Design regfile_mp, sky130hd; sources not shown.
placed.png
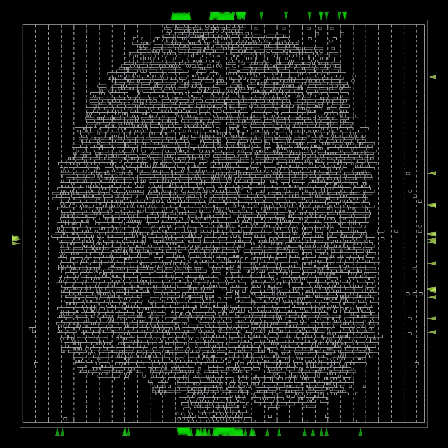
site row count: 159
Seq area share: 32.1%
Core Box Area: 0.189 mm2

util_map.png
The die is cut into 22 by 22 equal tiles; white is low, dark blue is high, 0 to 100% covered.
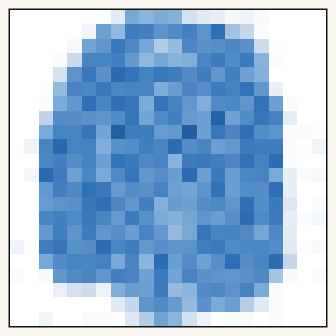
- tiles over 75% full: 3.1%
- fullest tile: 82%
- densest ninth of the die: centre
- nearly empty tiles: 24%
- mean over tiles: 40%
Layout Utilization: 43.6%
fp_density: 35.4%

==> flow_summary.json <==
{
  "skew_ns": 0,
  "numCtsBuffers": 116,
  "grt_use_met3_pct": 9.47,
  "placed_area_mm2": 0.0758,
  "edf_count": 0,
  "clock_latency_ns": 0.77,
  "slew_viol_final": 0,
  "max_stage_delay_ns": 0.57,
  "busiest_layer": "met2",
  "grt_use_met2_pct": 47.9,
  "ir_drop_v": 0.000469,
  "warning_count": 35,
  "reg2reg_slack_ns": 2.13,
  "min_period_ns": 3.32,
  "run_status": "finished, violations left",
  "cts_resized": 302,
  "die_w_um": 443,
  "synth_flops": 1055,
  "pin_count": 160,
  "numClockSinks": 1055,
  "grt_start_max_net_pins": 121,
  "die_y_um": 443,
  "syn_to_final_growth_pct": 23.2,
  "cp_max_fo": 2,
  "slowest_stage": "mux4_2",
  "ys_sh_aoi_pct": 15.1,
  "hold_class": "input pin to asynchronous set/reset pin",
  "cp_data_arrival_time_ns": 2.86,
  "cp_num_buf_inv": 1,
  "clkCellAreaFrac_pct": 5.13,
  "area_dominant_class": "combinational gates",
  "flop-count": 1055,
  "synth_warnings": 0,
  "p_total_mw": 51.2,
  "simple_gate_share_pct": 9.84,
  "ys.flop_type": "dfrtp_1",
  "async_reset_ff_share_pct": 100,
  "drc": 0,
  "ys_types": 62,
  "muxShareOfSynthArea_pct": 29.4,
  "cts_setup_buffers": 69,
  "track_usage_pct": 32.3,
  "p_clk_mw": 15.6,
  "comb_cells": 4807,
  "fill_cells": 17600,
  "cp_cell_sequence": "mux4_2, mux4_2, nor2_4, a211oi_4, buf_6",
  "combPwrFrac_pct": 29.2,
  "synth.top_cell.area_share_pct": 39.5,
  "critPathTopFamily": "multiplexers",
  "cp.depth": 5,
  "timing.max_cap.violations": 0,
  "first_pass_iters": 6,
  "lay_top_count": "dfrtp_1",
  "sw_frac_of_total_pct": 33.2,
  "violations": "setup timing",
  "setup_viol": 11,
  "most-common-layout-cells": "dfrtp_1, a21oi_1, mux2i_1",
  "power_density_mw_per_mm2": 622,
  "yosysMostFrequentCell": "dfrtp_1",
  "synth_nets": 6862,
  "antenna_cells": 7,
  "postRouteAntennaNets": 0,
  "worstSetupEndpointType": "output port",
  "avgRoutedWirePerCell_um": 34.3,
  "yosys.area.top_type": "dfrtp_1",
  "gp_congestion": 1.01,
  "comb_area_mm2": 0.0383,
  "nNonClkBuffers": 923,
  "clkbuf_count": 159,
  "overflow": 0,
  "topCellsByArea": "dfrtp_1, mux4_2, mux2i_1",
  "met3_length_mm": 38.2,
  "p_switching_mw": 17.0,
  "grt_setup_unrepaired": "true",
  "adder_share_pct": 0,
  "synth_seq_share_pct": 39.5,
  "tap_cells": 2495,
  "grt_use_met1_pct": 38.3,
  "flop_area_mm2": 0.0264,
  "vias": 61200,
  "ys_area_mm2": 0.0669,
  "placed_cells": 9234,
  "layout-drive-gt1-share_pct": 25.9,
  "syn-cell-area_mm2": 0.0669,
  "rr_worst_depth": 4,
  "worst-setup-path-type": "flop to output port",
  "clockRootBuffer": "clkbuf_16",
  "comb_power_mw": 15.0,
  "hold_buffers": 1,
  "wl_met2_mm": 142,
  "seq_power_mw": 20.6,
  "drtIter0Drc": 8455,
  "routed.top_layer": "met5",
  "seqPwrFrac_pct": 40.3,
  "fin_hold_ws_ns": 0.203,
  "dp_hpwl_mm": 218,
  "chipArea_mm2": 0.196,
  "yosys_cells": 6768,
  "routed_via_density": 6.42,
  "max-slew-margin-rel_pct": 33.7,
  "num-nonclk-inverters": 34,
  "setup_slack_ns": -0.223,
  "netlist_instances": 6768,
  "hold_viol_final": 0,
  "wl_mm": 328,
  "final_area_mm2": 0.0824,
  "cts_tree": "built",
  "ys_top_cells_by_count": "dfrtp_1, a21oi_1, mux2i_1",
  "critPathRequiredTime_ns": 2.63,
  "largest_register_ffs": 1024,
  "crit_top_cell": "mux4_2",
  "fin_cells": 9541,
  "p_int_mw": 34.2,
  "antenna_found_initial": 12,
  "nets": 7031,
  "avgSynthCellArea_um2": 9.88,
  "tns_ns": -0.747,
  "crit_path_start_kind": "flop"
}
